[src/rtl/stream_downsizer_if.sv]
// Handshake bundle for stream_downsizer: one wide input stream, one narrow output stream.
`timescale 1ns/1ps
interface stream_downsizer_if #(
  parameter int unsigned OUT_WIDTH = 8,
  parameter int unsigned RATIO     = 4
);
  logic                         ready_in;
  logic                         valid_in;
  logic [RATIO*OUT_WIDTH-1:0]   data_in;
  logic                         ready_out;
  logic                         valid_out;
  logic [OUT_WIDTH-1:0]         data_out;
  logic                         last_out;

  // Downsizer side: consumes the wide stream, produces the narrow stream.
  modport slave (
    output ready_in,
    input  valid_in,
    input  data_in,
    input  ready_out,
    output valid_out,
    output data_out,
    output last_out
  );

  // Environment side: drives the wide stream and sinks the narrow stream.
  modport master (
    input  ready_in,
    output valid_in,
    output data_in,
    output ready_out,
    input  valid_out,
    input  data_out,
    input  last_out
  );
endinterface

[src/rtl/stream_downsizer.sv]
// Ready/valid width down-converter: one RATIO*OUT_WIDTH word in, RATIO narrow beats out,
// least-significant slice first, last beat flagged. A held word can be replaced on its
// final beat so consecutive words stream without bubbles.
`timescale 1ns/1ps
module stream_downsizer #(
  parameter int unsigned OUT_WIDTH = 8,
  parameter int unsigned RATIO     = 4
) (
  input  logic                clk,
  input  logic                reset,
  stream_downsizer_if.slave   bus
);

  localparam int unsigned InWidth = RATIO * OUT_WIDTH;
  localparam int unsigned CntW    = (RATIO > 2) ? $clog2(RATIO) : 1;

  if (RATIO < 2) begin : g_bad_ratio
    $error("stream_downsizer: RATIO must be at least 2");
  end

  logic [InWidth-1:0] buf_q;
  logic               full_q;
  logic [CntW-1:0]    cnt_q;

  logic at_last;
  logic in_fire;
  logic out_fire;

  // Handshake decode; ready_in depends on ready_out so a new word lands on the last beat.
  always_comb begin
    at_last       = (cnt_q == CntW'(RATIO - 1));
    bus.valid_out = full_q & ~reset;
    out_fire      = bus.valid_out & bus.ready_out;
    bus.ready_in  = ~reset & (~full_q | (out_fire & at_last));
    in_fire       = bus.valid_in & bus.ready_in;
    bus.last_out  = full_q & at_last;
    bus.data_out  = buf_q[cnt_q*OUT_WIDTH +: OUT_WIDTH];
  end

  // Holding register, occupancy flag and beat index; full_q encodes EMPTY/HOLD.
  always_ff @(posedge clk or posedge reset) begin
    if (reset) begin
      buf_q  <= '0;
      full_q <= 1'b0;
      cnt_q  <= '0;
    end else if (in_fire) begin
      // Covers both EMPTY accept and last-beat replacement while in HOLD.
      buf_q  <= bus.data_in;
      cnt_q  <= '0;
      full_q <= 1'b1;
    end else if (out_fire) begin
      if (at_last) begin
        // Explicit wrap keeps non-power-of-two RATIO in range.
        cnt_q  <= '0;
        full_q <= 1'b0;
      end else begin
        cnt_q <= cnt_q + CntW'(1);
      end
    end
  end

endmodule

[src/flat_wrapper.sv]
// flat-port wrapper written by rule: the top's interface ports become plain ports
module stream_downsizer_flat 
#(
  parameter int unsigned OUT_WIDTH = 8,
  parameter int unsigned RATIO     = 4
)
  (clk, reset, bus_ready_in, bus_valid_in, bus_data_in, bus_ready_out, bus_valid_out, bus_data_out, bus_last_out);
  stream_downsizer_if #(.OUT_WIDTH(OUT_WIDTH), .RATIO(RATIO)) bus_i ();
  input  logic clk;
  input  logic reset;
  output wire logic [$bits(bus_i.ready_in)-1:0] bus_ready_in;
  input wire logic [$bits(bus_i.valid_in)-1:0] bus_valid_in;
  input wire logic [$bits(bus_i.data_in)-1:0] bus_data_in;
  input wire logic [$bits(bus_i.ready_out)-1:0] bus_ready_out;
  output wire logic [$bits(bus_i.valid_out)-1:0] bus_valid_out;
  output wire logic [$bits(bus_i.data_out)-1:0] bus_data_out;
  output wire logic [$bits(bus_i.last_out)-1:0] bus_last_out;
  assign bus_ready_in = bus_i.ready_in;
  assign bus_i.valid_in = bus_valid_in;
  assign bus_i.data_in = bus_data_in;
  assign bus_i.ready_out = bus_ready_out;
  assign bus_valid_out = bus_i.valid_out;
  assign bus_data_out = bus_i.data_out;
  assign bus_last_out = bus_i.last_out;
  stream_downsizer #(.OUT_WIDTH(OUT_WIDTH), .RATIO(RATIO)) u_core (.clk(clk), .reset(reset), .bus(bus_i));
endmodule
[config.mk]
export PLATFORM = sky130hd
export DESIGN_NAME = stream_downsizer_flat
export DESIGN_NICKNAME = d
export VERILOG_FILES = /design/src/rtl/stream_downsizer_if.sv /design/src/rtl/stream_downsizer.sv /design/src/flat_wrapper.sv
export SDC_FILE = /design/constraint.sdc
export NUM_CORES = 1
export LEC_CHECK = 0
export CAP_MARGIN = 20
export CELL_PAD_IN_SITES_DETAIL_PLACEMENT = 1
export CELL_PAD_IN_SITES_GLOBAL_PLACEMENT = 1
export CORE_ASPECT_RATIO = 0.6
export CORE_UTILIZATION = 34
export DETAILED_ROUTE_END_ITERATION = 12
export GPL_TIMING_DRIVEN = 0
export PLACE_DENSITY = 0.78
export SYNTH_ARGS = -nofsm -noshare
export SYNTH_HDL_FRONTEND = slang
export SYNTH_SLANG_ARGS = --single-unit
[constraint.sdc]
create_clock -name clk -period 4 [get_ports clk]
set_input_delay 0.8 -clock clk [delete_from_list [all_inputs] [get_ports clk]]
set_output_delay 0.8 -clock clk [all_outputs]
set_load 0.01 [all_outputs]
Fig. 1: M1 wires
The bar under the picture is 20 microns long. Supply wires on this layer in gray.
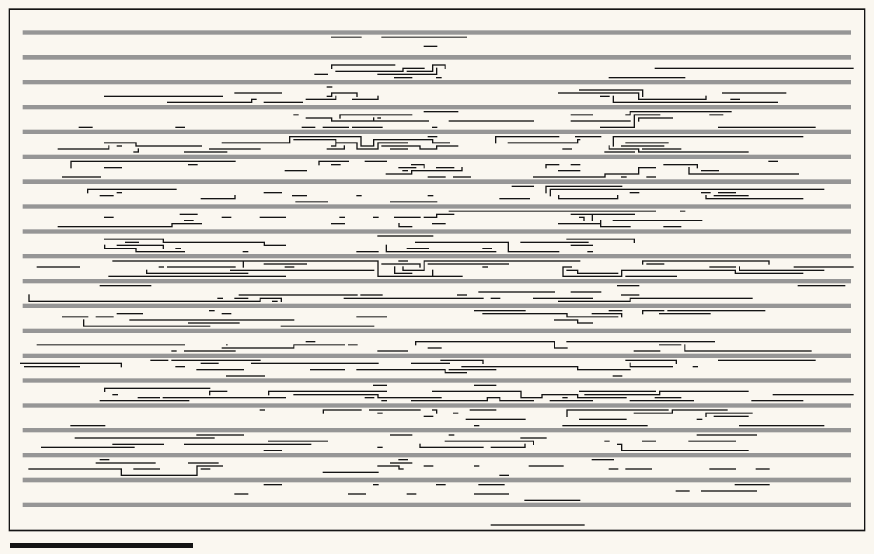
wire length on this layer: 1,930 microns
share of all routed wire: 49%
longest straight run: 29.9 microns
nets with wire on the layer: 162
main direction: horizontal

Fig. 2: M2 wires
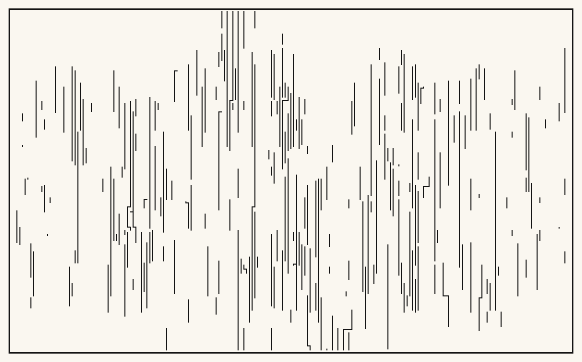
share of all routed wire: 44%
main direction: vertical
vias post-DR: 1,044
grt met2 use: 0.256
routed wire length: 3.93 mm

Fig. 3: metal 3
The bar under the picture is 20 microns long.
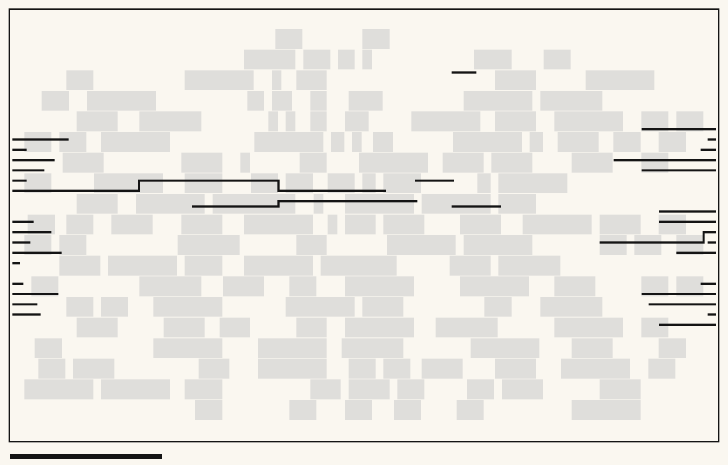
wire length on this layer: 245 microns
share of all routed wire: 6.2%
nets with wire on the layer: 31
main direction: horizontal
met3 Usage GRT: 0.0569

Fig. 4: clock wiring as the flow saved it
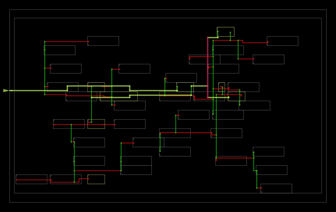
Flop Count: 35
total CTS buffers: 5
clk sink count: 35
clock skew: 0.00794 ns

Fig. 5: gate-type map
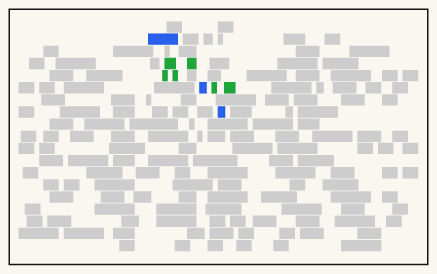
| family | color | cells | most used |
|---|---|---|---|
| NAND gates | green | 6 | nand2_1 |
| inverting AOI/OAI gates | blue | 3 | o21ai_0 |

==> results_slide.txt <==
Synthesis and Place & Route Summary

Setup path
  – Largest stage delay, worst path: 0.59 ns
  – Worst Reg-to-Reg Cells: 5
  – WS Path Type: in -> out
  – Crit-path cells: clkdlybuf4s50_1, a21boi_4, nor2_1, clkdlybuf4s50_1
  – Setup slack, reg-to-reg: 2.30 ns
  – Worst R2R End: u_core.buf_q[19]
  – CP top delay family: buffers and inverters

Yosys
  – Count leader, synth: dfrtp_1
  – Commonest cells post-synth: dfrtp_1, mux2_4, mux4_2
  – Mapped Avg Cell Area: 17.1 sq um
  – Synth Area in Adders: 0.00734
  – EDFF count, synth: 0

Global route
  – First-pass GRT wire length: 6.61 mm
  – Antenna violations before repair: 0

Timing
  – PnR worst setup slack: 1.07 ns

Floorplanning
  – Rows: 19

Drt
  – Via/cell ratio: 4.79
  – Iteration tally of the first detailed-router pass: 4
  – Post-route DRC: 0

Status
  – Outcome: complete, no violations

Layout
  – Nets@finish: 191
  – Layout cells sized above 1: 0.355
  – Diodes inserted: 0
[registers in the layout, indices dropped and copies added, names as in the netlist]
signal	flops
u_core.full_q	1
u_core.cnt_q	2
u_core.buf_q	32
[metrics by stage]
step           hold slack [ns]  utilization  instances  area, sq um
5_1_grt                  0.530        0.510        218         2390
4_1_cts                  0.511        0.510        218         2390
2_1_floorplan            0.475            -        100         1710
6_report                 0.508        0.510        218         2390
3_5_place_dp             0.494        0.485        210         2270
3_3_place_gp             0.488        0.479        209         2240
[logic make-up after synthesis]
family,Yosys count
AND-OR/OR-AND,3
flip-flops,35
multiplexers,41
buffers and inverters,6
AND/OR/NAND/NOR,14
adder cells (fa/ha/maj),1
[metal layers]
layer / vias to the layer above / track usage
li1: 474 / -
met1: 532 / 0.245
met2: 35 / 0.256
met3: 3 / 0.0569
met4: 0 / 0.0264
met5: - / 0
[worst min path at each step]
stage	startpoint	to	slack, ns	cells after the start
after floorplan	u_core.buf_q[20]	u_core.buf_q[20]	0.48	1
after global placement	u_core.buf_q[19]	u_core.buf_q[19]	0.49	1
after detailed placement	u_core.buf_q[22]	u_core.buf_q[22]	0.49	1
after CTS	u_core.buf_q[22]	u_core.buf_q[22]	0.51	1
after global routing	u_core.buf_q[26]	u_core.buf_q[26]	0.53	1
final	u_core.buf_q[24]	u_core.buf_q[24]	0.51	1
[area by class of cell]
class	count	area, sq um
fillers	454	2290
multi-input cells	59	783
plain buffers	5	42.5
well taps	63	78.8
repair buffers	47	488
clock inverters	2	35.0
clock buffers	6	82.6
inverters	1	3.75
flip-flops and latches	35	876
[power breakdown]
group | switching, mW | leakage (nW) | total, mW | internal (mW)
clock network | 0.127 | 0.0612 | 0.328 | 0.202
logic | 0.269 | 0.544 | 0.828 | 0.559
registers | 0.104 | 0.420 | 0.633 | 0.529
total | 0.499 | 1.03 | 1.79 | 1.29
[placed cells by master (no fill, tap or decap)]
master / netlist / final
clkbuf_1: 1 / 1
o21ai_0: 2 / 2
buf_16: 0 / 1
nand2b_1: 1 / 1
nand2_1: 3 / 3
clkdlybuf4s50_1: 0 / 46
ha_1: 1 / 1
nand3b_1: 2 / 2
bufinv_16: 0 / 1
nor2b_1: 2 / 2
mux2i_1: 1 / 1
inv_1: 1 / 1
a21boi_4: 1 / 1
and2_1: 1 / 1
buf_2: 1 / 1
nor4b_1: 1 / 1
nor2_4: 1 / 1
dfrtp_1: 35 / 35
buf_6: 3 / 3
clkinv_2: 0 / 1
mux2_4: 29 / 29
mux2_2: 3 / 3
mux4_2: 8 / 8
clkbuf_8: 0 / 6
nor2_1: 3 / 3
[worst register-to-register path: cells and delay by family (launching register included)]
family,cells,cell delay (ns)
multiplexers,1,0.32
buffers and inverters,1,0.23
flip-flops,1,0.41
AND-OR/OR-AND,1,0.09
adder cells (fa/ha/maj),1,0.29
AND/OR/NAND/NOR,1,0.24
Power figures rest on the tool's default switching activity, not on a simulated workload.
